**Placed cells, one color a class**

Scale: 4 px per um.
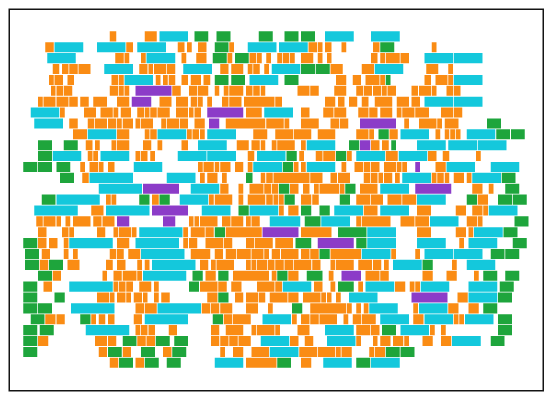
**Sizing map**

Scale: 2 px per um.
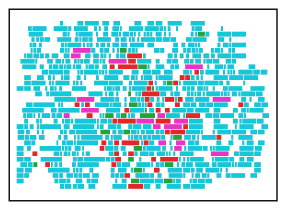
**M3 wires**

Scale: 3 px per um.
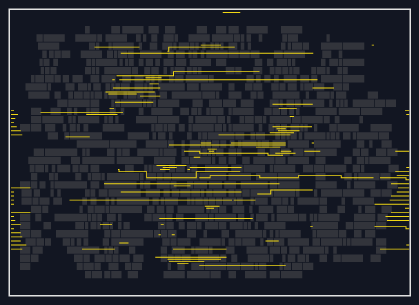
**Clock routing**

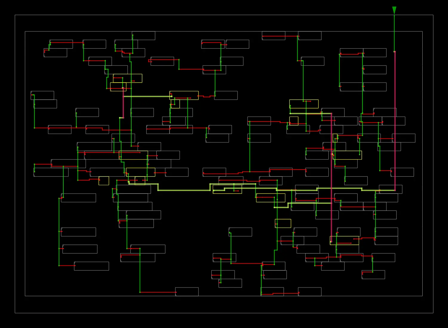
**Routed metal per tile**

Scale: 3 px per um. The die is cut into 27 by 19 equal tiles; dark purple is low, yellow is high, scaled to the fullest tile. Values are wire area over tile area, all layers added.
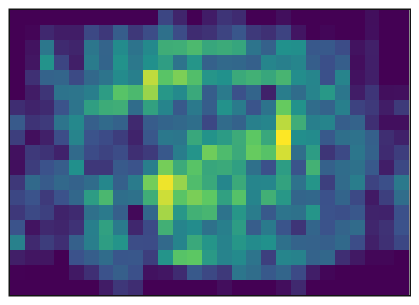
--- src/rtl/spike_count_classifier.sv ---
// Per-neuron spike counter over a programmable window, followed by a sequential
// argmax scan that reports the winning neuron and its count.
module spike_count_classifier #(
    parameter int NUM_NEURONS  = 1,
    parameter int COUNT_WIDTH  = 16,
    parameter int WINDOW_WIDTH = 16,
    parameter int IDX_WIDTH    = 8
) (
    input  logic                    clk,
    input  logic                    rst,
    input  logic [NUM_NEURONS-1:0]  spike_in,
    input  logic                    start,
    input  logic [WINDOW_WIDTH-1:0] window_len,
    output logic                    busy,
    output logic                    done,
    output logic [IDX_WIDTH-1:0]    class_out,
    output logic [COUNT_WIDTH-1:0]  max_count,
    output logic                    no_spike,
    input  logic [IDX_WIDTH-1:0]    rd_idx,
    output logic [COUNT_WIDTH-1:0]  rd_count
);

    typedef enum logic [1:0] {IDLE, RUN, SCAN, DONE} state_t;

    localparam logic [COUNT_WIDTH-1:0] COUNT_MAX = '1;
    localparam logic [IDX_WIDTH-1:0]   LAST_IDX  = IDX_WIDTH'(NUM_NEURONS - 1);

    state_t                  state;
    state_t                  state_next;
    logic [COUNT_WIDTH-1:0]  counts [NUM_NEURONS];
    logic [WINDOW_WIDTH-1:0] win_len;
    logic [WINDOW_WIDTH-1:0] win_cnt;
    logic [IDX_WIDTH-1:0]    scan_idx;
    logic [IDX_WIDTH-1:0]    best_idx;
    logic [COUNT_WIDTH-1:0]  best_count;
    logic [COUNT_WIDTH-1:0]  scan_count;
    logic                    last_sample;
    logic                    last_scan;

    assign last_sample = (win_cnt == win_len - WINDOW_WIDTH'(1));
    assign last_scan   = (scan_idx == LAST_IDX);

    always_ff @(posedge clk) begin
        if (!rst) begin
            state <= IDLE;
        end else begin
            state <= state_next;
        end
    end

    // A zero-length window skips RUN entirely and scans the freshly cleared counts.
    always_comb begin
        state_next = state;
        case (state)
            IDLE:    if (start) state_next = (window_len == '0) ? SCAN : RUN;
            RUN:     if (last_sample) state_next = SCAN;
            SCAN:    if (last_scan) state_next = DONE;
            DONE:    state_next = IDLE;
            default: state_next = IDLE;
        endcase
    end

    always_comb begin
        busy = (state == RUN) || (state == SCAN);
    end

    always_comb begin
        scan_count = '0;
        rd_count   = '0;
        for (int i = 0; i < NUM_NEURONS; i++) begin
            if (scan_idx == IDX_WIDTH'(i)) scan_count = counts[i];
            if (rd_idx == IDX_WIDTH'(i))   rd_count   = counts[i];
        end
    end

    always_ff @(posedge clk) begin
        if (!rst) begin
            for (int i = 0; i < NUM_NEURONS; i++) counts[i] <= '0;
        end else if (state == IDLE && start) begin
            for (int i = 0; i < NUM_NEURONS; i++) counts[i] <= '0;
        end else if (state == RUN) begin
            for (int i = 0; i < NUM_NEURONS; i++) begin
                if (spike_in[i] && counts[i] != COUNT_MAX) counts[i] <= counts[i] + 1'b1;
            end
        end
    end

    // Strict greater-than in SCAN keeps the lowest index on ties, including saturated counts.
    always_ff @(posedge clk) begin
        if (!rst) begin
            win_len    <= '0;
            win_cnt    <= '0;
            scan_idx   <= '0;
            best_idx   <= '0;
            best_count <= '0;
            class_out  <= '0;
            max_count  <= '0;
            no_spike   <= 1'b1;
            done       <= 1'b0;
        end else begin
            done <= (state == DONE);
            case (state)
                IDLE: begin
                    if (start) begin
                        win_len    <= window_len;
                        win_cnt    <= '0;
                        scan_idx   <= '0;
                        best_idx   <= '0;
                        best_count <= '0;
                        class_out  <= '0;
                        max_count  <= '0;
                        no_spike   <= 1'b1;
                    end
                end
                RUN: begin
                    win_cnt <= win_cnt + WINDOW_WIDTH'(1);
                end
                SCAN: begin
                    if (scan_count > best_count) begin
                        best_count <= scan_count;
                        best_idx   <= scan_idx;
                    end
                    scan_idx <= scan_idx + IDX_WIDTH'(1);
                end
                DONE: begin
                    class_out <= best_idx;
                    max_count <= best_count;
                    no_spike  <= (best_count == '0);
                end
                default: ;
            endcase
        end
    end

endmodule

--- config.mk ---
export PLATFORM = sky130hd
export DESIGN_NAME = spike_count_classifier
export DESIGN_NICKNAME = d
export VERILOG_FILES = /design/src/rtl/spike_count_classifier.sv
export SDC_FILE = /design/constraint.sdc
export NUM_CORES = 1
export LEC_CHECK = 0
export CORE_ASPECT_RATIO = 0.7
export CORE_MARGIN = 3
export CORE_UTILIZATION = 50
export DETAILED_ROUTE_END_ITERATION = 6
export MAX_ROUTING_LAYER = met4
export PLACE_DENSITY = 0.76
export RECOVER_POWER = 50
export SYNTH_ARGS = -nofsm -noshare
export SYNTH_HDL_FRONTEND = slang
export SYNTH_SLANG_ARGS = --single-unit
--- constraint.sdc ---
create_clock -name clk -period 3.3 [get_ports clk]
set_input_delay 0.66 -clock clk [delete_from_list [all_inputs] [get_ports clk]]
set_output_delay 0.66 -clock clk [all_outputs]
set_load 0.01 [all_outputs]
==> PnR_summary.wiki <==
== Implementation results ==
{| class="wikitable"
! Metric !! Value
|-
| Fraction of final layout cells with drive strength greater than 1 || 0.115
|-
| Aggregate global routing overflow || 0
|-
| Number of rows in the core area || 31
|-
| Most frequently placed logic cell in the final layout || dfxtp_1
|-
| Proportion of synthesized area in mux cells || 0.0212
|-
| Number of DRC violations after detailed-routing iteration 0 || 388
|-
| Length in cells of the worst reg-to-reg path || 15
|-
| Register cell area after layout || 2320 um2
|-
| Final setup violation count || 22
|-
| HPWL Detailed || 11,200 um
|-
| Number of hold buffers added after CTS || 0
|-
| Main logic family after synthesis || simple AND/OR/NAND/NOR gates
|-
| Most used cell along the critical path || a21o_1
|-
| Cell count after placement || ~870
|-
| Basic-gate share of the synthesized area counting and, or, nand and nor cells || 0.258
|-
| Detailed Routing Iterations Pass 1 || 6
|-
| Worst-case setup margin in the final layout || -87.6 ps
|-
| Total routing usage reported by global routing || 0.252
|-
| Post-synthesis net count || 704
|-
| Failing checks || setup timing
|-
| TritonCTS clock tree || done
|-
| Die Span X || 133 um
|-
| GP Congestion || 0.912
|-
| Register share after synthesis || 0.410
|-
| Run status || finished with violations
|-
| Mean routed wirelength per cell || 17.1 um
|-
| Largest net degree at the start of global routing || 35
|-
| Antenna violations before repair || 0
|-
| Clock-pin slew on the worst setup and hold paths || 70 ps
|-
| Number of top-level design ports || 71
|-
| Latest clock arrival within the worst-skew pair || ~350 ps
|-
| Headroom to the max-slew limit || 0.227
|-
| Inserted Diodes || 0
|-
| Count of fill cells added during filler insertion || 833
|}
Back to the opening pictures, 'placed cells, one color a class':
[orange] all other logic | cells: 510 | share of their area: 48%
[cyan] flip-flops | cells: 108 | share of their area: 33%
[green] other buffers and delay cells | cells: 106 | share of their area: 14%
[purple] clock drivers and dummy loads | cells: 16 | share of their area: 4.1%

Back to the opening pictures, 'sizing map':
[red] drive 3 to 4 | cells: 47
[cyan] drive 1 or less | cells: 655
[magenta] drive 6 and up | cells: 17
[green] drive 2 | cells: 21

Back to the opening pictures, 'M3 wires':
nets with wire on the layer: 94
share of all routed wire: 7.9%
main direction: horizontal
longest straight run: 65.8 um
wire length on this layer: 1,190 um

Back to the opening pictures, 'clock routing':
Clk power: 1.05 mW
number of clock sinks: 108

Back to the opening pictures, 'routed metal per tile':
fullest tile: 0.65
nearly empty tiles: 14%
densest ninth of the die: center

## worst max path at each step
stage / to / slack, ps
2_1_floorplan: best_count[11]$_SDFFE_PN0P_ / -30
3_3_place_gp: best_idx[1]$_SDFFE_PN0P_ / -1
3_5_place_dp: best_idx[1]$_SDFFE_PN0P_ / -180
4_1_cts: best_idx[1]$_SDFFE_PN0P_ / -60
5_1_grt: best_idx[1]$_SDFFE_PN0P_ / -210
6_report: best_idx[1]$_SDFFE_PN0P_ / -90
## Yosys cell counts, drive strengths merged (2+ instances only)
| cell type | instances | share of area |
|---|---|---|
| nor2 | 66 | 0.044 |
| a22oi | 27 | 0.037 |
| nand4b | 2 | 0.0031 |
| xor2 | 26 | 0.040 |
| and2 | 36 | 0.040 |
| o21a | 2 | 0.0027 |
| ha | 26 | 0.057 |
| xnor2 | 17 | 0.026 |
| mux2i | 12 | 0.021 |
| nand3 | 19 | 0.018 |
| inv | 28 | 0.019 |
| nand4 | 23 | 0.025 |
| nor4 | 13 | 0.020 |
| nand2b | 6 | 0.0066 |
| edfxtp | 16 | 0.085 |
| nand2 | 73 | 0.048 |
| a21oi | 36 | 0.032 |
| nor3b | 2 | 0.0027 |
| a211oi | 6 | 0.0088 |
| nor3 | 5 | 0.0053 |
| and3 | 10 | 0.011 |
| clkbuf | 24 | 0.016 |
| nor2b | 6 | 0.0066 |
| dfxtp | 92 | 0.33 |
| a32o | 8 | 0.014 |
| a21o | 8 | 0.011 |
| o31ai | 11 | 0.015 |
| o21ai | 16 | 0.014 |
| nor4b | 3 | 0.0046 |
| or3 | 11 | 0.013 |
| or4 | 2 | 0.0027 |
| buf | 8 | 0.0073 |
## final cells by class
cell class	instances	share of cell area
timing repair buffer	106	0.138
clock inverter	4	0.00455
inverter	28	0.0147
clock buffer	12	0.0359
tap	148	0.0259
multi-input combinational	482	0.456
sequential	108	0.325
## report_power, final
group          leakage [nW]  switching [mW]  total, mW  internal, mW
Combinational          1.64           0.672       1.16         0.486
Clock                 0.135           0.489       1.05         0.558
Sequential            0.919           0.120       1.54          1.42
## state kept, by name, summed over array words and instances (netlist names)
signal	flops
best_count	16
best_idx	8
class_out	8
counts	16
done	1
max_count	16
no_spike	1
scan_idx	8
state	2
win_cnt	16
win_len	16
## timing repair
action                     4_1_cts  5_1_grt
cloned                           1        0
resized                         11       21
buffers inserted                 6        1
setup endpoints to repair       24       26
pin swaps                       18        4
## through the flow
| stage | cell area (um2) | worst slack (ps) | hold slack, ps |
|---|---|---|---|
| 6_report | 7150 | -87.6 | 483 |
| 3_5_place_dp | 6670 | -178 | 468 |
| 3_3_place_gp | 6670 | -1.49 | 467 |
| 5_1_grt | 7150 | -209 | 510 |
| 2_1_floorplan | 5700 | -30.7 | 443 |
| 4_1_cts | 7070 | -62.0 | 484 |
## layer usage
metal	up-vias	GRT usage	wire length (um)
met1	2413	0.349	7330
met3	21	0.0650	1190
met4	0	0.0668	214
li1	2469	-	-
met2	180	0.367	6420
met5	-	-	0
## worst max-delay path, delay by kind of cell (launching register included)
kind                     cells  cell delay [ps]
flip-flops                   1              330
adder cells (fa/ha/maj)      2              370
buffers and inverters        3              410
AND/OR/NAND/NOR              4              880
AND-OR/OR-AND                6             1330
Power figures rest on the tool's default switching activity, not on a simulated workload.
